`src/rtl/aes_pkg.sv`:
```
// Shared types for the vector AES datapath: byte/half-row/word/state widths,
// the two-beat assembly state and the 128-bit state assembly helper.
package aes_pkg;

   typedef logic [7:0]   byte_t;
   typedef logic [15:0]  halfrow_t;
   typedef logic [31:0]  word_t;
   typedef logic [127:0] state_t;

   typedef enum logic {
      FIRST  = 1'b0,
      SECOND = 1'b1
   } beat_e;

   // Builds the full state from the first-beat half-rows (p*) and the
   // second-beat half-rows (q*). In transpose mode the half-rows of the two
   // beats interleave into full rows; otherwise they are simply concatenated.
   function automatic state_t assemble_state(
      input logic     m,
      input halfrow_t p0, input halfrow_t p1, input halfrow_t p2, input halfrow_t p3,
      input halfrow_t q0, input halfrow_t q1, input halfrow_t q2, input halfrow_t q3
   );
      if (m)
         return {p0, q0, p1, q1, p2, q2, p3, q3};
      else
         return {p0, p1, p2, p3, q0, q1, q2, q3};
   endfunction

endpackage

```
`src/rtl/halfrow_pack.sv`:
```
// Combinational half-row packing of the two ALU lanes: byte-wise column
// transpose in MixColumns mode, straight 16-bit split otherwise.
module halfrow_pack
   import aes_pkg::*;
(
   input  logic [31:0] ALUresult0,
   input  logic [31:0] ALUresult1,
   input  logic        MCMode,
   output logic [15:0] halfRow0,
   output logic [15:0] halfRow1,
   output logic [15:0] halfRow2,
   output logic [15:0] halfRow3
);

   byte_t a3, a2, a1, a0;
   byte_t b3, b2, b1, b0;

   assign {a3, a2, a1, a0} = ALUresult0;
   assign {b3, b2, b1, b0} = ALUresult1;

   // Select transpose or straight packing for this beat
   always_comb begin
      if (MCMode) begin
         halfRow0 = {a3, b3};
         halfRow1 = {a2, b2};
         halfRow2 = {a1, b1};
         halfRow3 = {a0, b0};
      end else begin
         halfRow0 = ALUresult0[31:16];
         halfRow1 = ALUresult0[15:0];
         halfRow2 = ALUresult1[31:16];
         halfRow3 = ALUresult1[15:0];
      end
   end

endmodule

```
`src/rtl/packing_unit.sv`:
```
// Output-packing stage: registers the packed half-rows of every accepted beat
// and assembles consecutive beat pairs into a 128-bit state for write-back.
module packing_unit
   import aes_pkg::*;
(
   input  logic          clk,
   input  logic          rst_n,
   input  logic          in_valid,
   input  logic          flush,
   input  logic [31:0]   ALUresult0,
   input  logic [31:0]   ALUresult1,
   input  logic          MCMode,
   output logic [15:0]   halfRow0,
   output logic [15:0]   halfRow1,
   output logic [15:0]   halfRow2,
   output logic [15:0]   halfRow3,
   output logic          row_valid,
   output logic [127:0]  PackedResult,
   output logic          packed_valid
);

   halfrow_t hr0, hr1, hr2, hr3;
   halfrow_t p0_q, p1_q, p2_q, p3_q;
   logic     m_q;
   beat_e    state_q, state_d;
   logic     accept;
   logic     store_first;
   logic     complete;

   halfrow_pack u_pack (
      .ALUresult0 (ALUresult0),
      .ALUresult1 (ALUresult1),
      .MCMode     (MCMode),
      .halfRow0   (hr0),
      .halfRow1   (hr1),
      .halfRow2   (hr2),
      .halfRow3   (hr3)
   );

   // flush wins over a simultaneous beat, which is then dropped
   assign accept = in_valid & ~flush;

   // Beat-state register
   always_ff @(posedge clk or negedge rst_n) begin
      if (!rst_n)
         state_q <= FIRST;
      else
         state_q <= state_d;
   end

   // Beat-state transitions: flush restarts the pair, accepted beats alternate
   always_comb begin
      state_d = state_q;
      if (flush)
         state_d = FIRST;
      else if (in_valid)
         state_d = (state_q == FIRST) ? SECOND : FIRST;
   end

   // Datapath load strobes decoded from the beat state
   always_comb begin
      store_first = 1'b0;
      complete    = 1'b0;
      if (accept) begin
         if (state_q == FIRST)
            store_first = 1'b1;
         else
            complete = 1'b1;
      end
   end

   // Output half-rows and row_valid pulse for every accepted beat
   always_ff @(posedge clk or negedge rst_n) begin
      if (!rst_n) begin
         halfRow0  <= '0;
         halfRow1  <= '0;
         halfRow2  <= '0;
         halfRow3  <= '0;
         row_valid <= 1'b0;
      end else begin
         row_valid <= accept;
         if (accept) begin
            halfRow0 <= hr0;
            halfRow1 <= hr1;
            halfRow2 <= hr2;
            halfRow3 <= hr3;
         end
      end
   end

   // First-beat half-rows and the mode that governs the pair's assembly
   always_ff @(posedge clk or negedge rst_n) begin
      if (!rst_n) begin
         p0_q <= '0;
         p1_q <= '0;
         p2_q <= '0;
         p3_q <= '0;
         m_q  <= 1'b0;
      end else if (store_first) begin
         p0_q <= hr0;
         p1_q <= hr1;
         p2_q <= hr2;
         p3_q <= hr3;
         m_q  <= MCMode;
      end
   end

   // 128-bit state assembly on the second beat of a pair
   always_ff @(posedge clk or negedge rst_n) begin
      if (!rst_n) begin
         PackedResult <= '0;
         packed_valid <= 1'b0;
      end else begin
         packed_valid <= complete;
         if (complete)
            PackedResult <= assemble_state(m_q, p0_q, p1_q, p2_q, p3_q,
                                           hr0, hr1, hr2, hr3);
      end
   end

endmodule

```
`config.mk`:
```
export PLATFORM = sky130hd
export DESIGN_NAME = packing_unit
export DESIGN_NICKNAME = d
export VERILOG_FILES = /design/src/rtl/aes_pkg.sv /design/src/rtl/halfrow_pack.sv /design/src/rtl/packing_unit.sv
export SDC_FILE = /design/constraint.sdc
export NUM_CORES = 1
export LEC_CHECK = 0
export CORE_MARGIN = 10
export CORE_UTILIZATION = 40
export CTS_CLUSTER_SIZE = 28
export DETAILED_ROUTE_END_ITERATION = 16
export GPL_ROUTABILITY_DRIVEN = 0
export GPL_TIMING_DRIVEN = 0
export HOLD_SLACK_MARGIN = 0.03
export PLACE_DENSITY = 0.66
export SLEW_MARGIN = 20
export SYNTH_ARGS = -nofsm -noshare
export SYNTH_HDL_FRONTEND = slang
export SYNTH_HIERARCHICAL = 1
export SYNTH_SLANG_ARGS = --single-unit
export TNS_END_PERCENT = 30
```
`constraint.sdc`:
```
create_clock -name clk -period 1.7 [get_ports clk]
set_clock_uncertainty 0.1 [all_clocks]
set_input_delay 0.34 -clock clk [delete_from_list [all_inputs] [get_ports clk]]
set_output_delay 0.34 -clock clk [all_outputs]
set_load 0.01 [all_outputs]
```
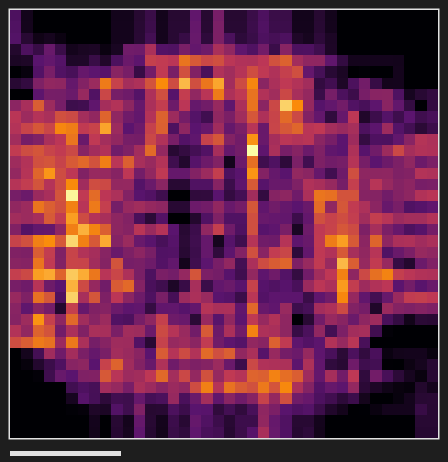
(routed metal per tile)
Bar = 50 um. 38 x 38 tiles, from black (low) to pale yellow (high), scaled to the fullest tile. Values are wire area over tile area, all layers added.
mean over tiles: 0.16
tiles over half the peak: 18%
fullest tile: 0.50

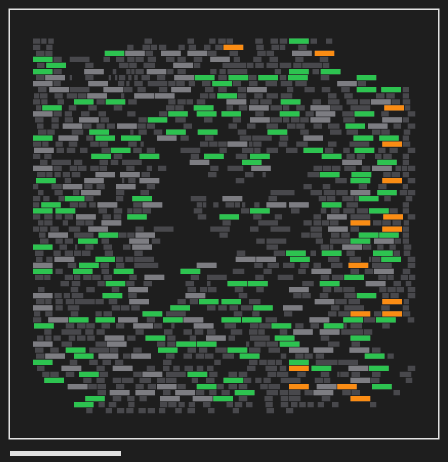
(sequential cells grouped by signal name)
Bar = 50 um.
legend:
  orange:
    signal: halfRow0
    sequential_cells: 16
  green:
    signal: PackedResult
    sequential_cells: 128
    where: all over the die
not coloured: 116
FF/Latch Area: 0.006506 mm^2
total sequential power: 9.36 mW
Seq area share: 40.68%

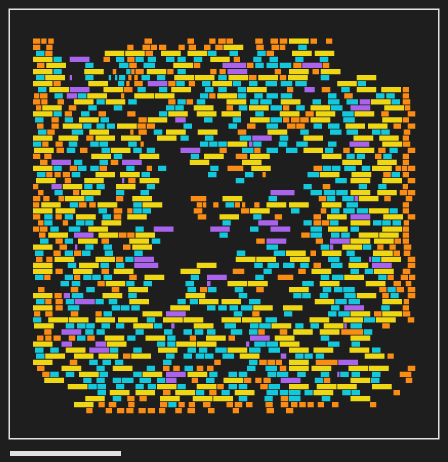
(placement by cell class)
Bar = 50 um.
legend:
  purple:
    class: clock drivers and dummy loads
    cells: 56
    share_of_their_area: 6.7%
  orange:
    class: remaining buffers and delay cells
    cells: 326
    share_of_their_area: 20%
  cyan:
    class: remaining logic cells
    cells: 407
    share_of_their_area: 31%
  yellow:
    class: registers
    cells: 260
    share_of_their_area: 42%
core area: 0.02901 mm^2
fin area: 0.01600 mm^2
Final Util: 55.13%
# rows: 62

[cell type report]
type                            instances  area, um^2  share of cell area, %
Buffer                                 60       569.3                  3.559
Clock buffer                           45       908.4                  5.679
Timing Repair Buffer                  266        2542                  15.89
Multi-Input combinational cell        406        4848                  30.31
Tap cell                              384       480.5                  3.004
Sequential cell                       260        6506                  40.68
Clock inverter                         11       136.4                 0.8526
Inverter                                1       3.754                0.02347
[metrics by stage]
step	std cells	instance area, um^2	utilization [%]	hold WS [ps]
finish	1433	16000	55.13	154.7
global placement	1357	14800	51.02	367.5
global route	1433	16000	55.13	170.5
detailed placement	1359	14860	51.23	326.9
floorplan	727	11860	-	-55.59
CTS	1433	15910	54.82	142.2
[cells in the mapped netlist]
cell type / number / area share [%]
nor2_1: 1 / 0.032
xnor2_1: 1 / 0.074
buf_4: 23 / 1.5
mux2_4: 78 / 9.9
and3b_1: 1 / 0.074
dfrtp_1: 260 / 55
mux2_1: 71 / 6.7
nor3b_2: 1 / 0.11
buf_2: 14 / 0.59
nand2b_1: 1 / 0.053
mux2_2: 252 / 24
buf_6: 23 / 2.2
inv_2: 1 / 0.032
[flip-flops by register name, indices dropped and copies added, names as in the netlist]
signal        flops
halfRow3         16
halfRow1         16
PackedResult    128
halfRow0         16
p1_q             16
m_q               1
halfRow2         16
p0_q             16
p3_q             16
row_valid         1
state_q           1
p2_q             16
packed_valid      1
[power breakdown]
part	switching, mW	internal, mW
sequential	1.18	8.18
combinational	3.25	4.29
clock	2.58	4.13
total	7.01	16.6
[repair_timing]
| item | CTS | global route |
|---|---|---|
| hold buffers | 17 | 0 |
| endpoints found under the hold margin | 133 | 0 |
| gates cloned | 0 | 0 |
| setup endpoints to repair | 303 | 144 |
| resized | 227 | 71 |
| setup buffers | 1 | 0 |
[worst min-delay path by stage]
stage	from	to	slack, ps	cells past startpoint
finish	MCMode	m_q	150	2
global placement	PackedResult[21]	PackedResult[21]	370	1
global route	MCMode	m_q	170	2
CTS	MCMode	m_q	140	2
floorplan	rst_n	PackedResult[0]	-60	0
detailed placement	rst_n	PackedResult[116]	330	1
[layer usage]
| metal | GRT usage (%) | share of wire, % |
|---|---|---|
| met1 | 24.33 | 43 |
| met3 | 6.565 | 8.6 |
| met2 | 30.98 | 47 |
| met4 | 3.846 | 1.8 |
| met5 | 0 | 0 |
[kinds of logic after synthesis]
| kind of cell | after synthesis |
|---|---|
| xor+xnor | 1 |
| flops | 260 |
| simple gates | 4 |
| mux | 401 |
| buf+inv | 61 |
==> impl_metrics.csv <==
group,metric,value,unit
route,drc,0,
synth,muxShareOfSynthArea,40.54,%
setup_path,crit_path_cell_trace,"dlygate4sd2_1",
clock_tree,cts_max_level,1,
setup_path,slowest_delay,390,ps
clock_tree,clk_pin_slew,60,ps
synth,adder_share,0,%
sta,finalCritPeriodShare,98.32,%
setup_path,endpoint_kind,"output pin",
clock_tree,clk_latency,540,ps
global_route,grt_pass1_vias,7825,
setup_path,cp_slowest_cell,"dfrtp_1",
setup_path,worstSetupStartpoint,"PackedResult[103]",
synth,aoi_share,0,%
placed_design,numPortBuffers,246,
synth,synth-xor-area-share,0.07385,%
setup_path,r2r_start,"m_q",
sta,max_clock_freq,598.3,MHz
min_path,hp-class,"in -> reg",
setup_path,path_class,"reg -> out",
die,io_pins,263,
clock_tree,cts_inserted_buffers,30,
layout,final_cell_mix,"260 x dfrtp_1, 252 x mux2_2, 116 x dlygate4sd2_1",
setup_path,path_buffers,1,
die,fp_util,40.88,%
sta,hold_viol,0,
clock_tree,cts_tree,"done",
clock_tree,clockBufferDepth,3,
synth,syn_inst,727,
route,drt-wirelength-per-cell,25.00,um
route,drtIter0Drc,219,
synth,logic_family,"multiplexers",
power,p_total,23.61,mW
synth,syn-num-nets,796,
global_route,globalRouteTotalUtil,19.12,%
layout,antenna_cells,0,
synth,syn-cell-area,0.01186,mm^2
die,die_height,192.2,um
global_route,grt_pass1_wl,52.96,mm
layout,final_net_count,1094,
status,status,"finished, final reports clean",
setup_path,worstPathRequired,1260,ps
Power figures rest on the tool's default switching activity, not on a simulated workload.
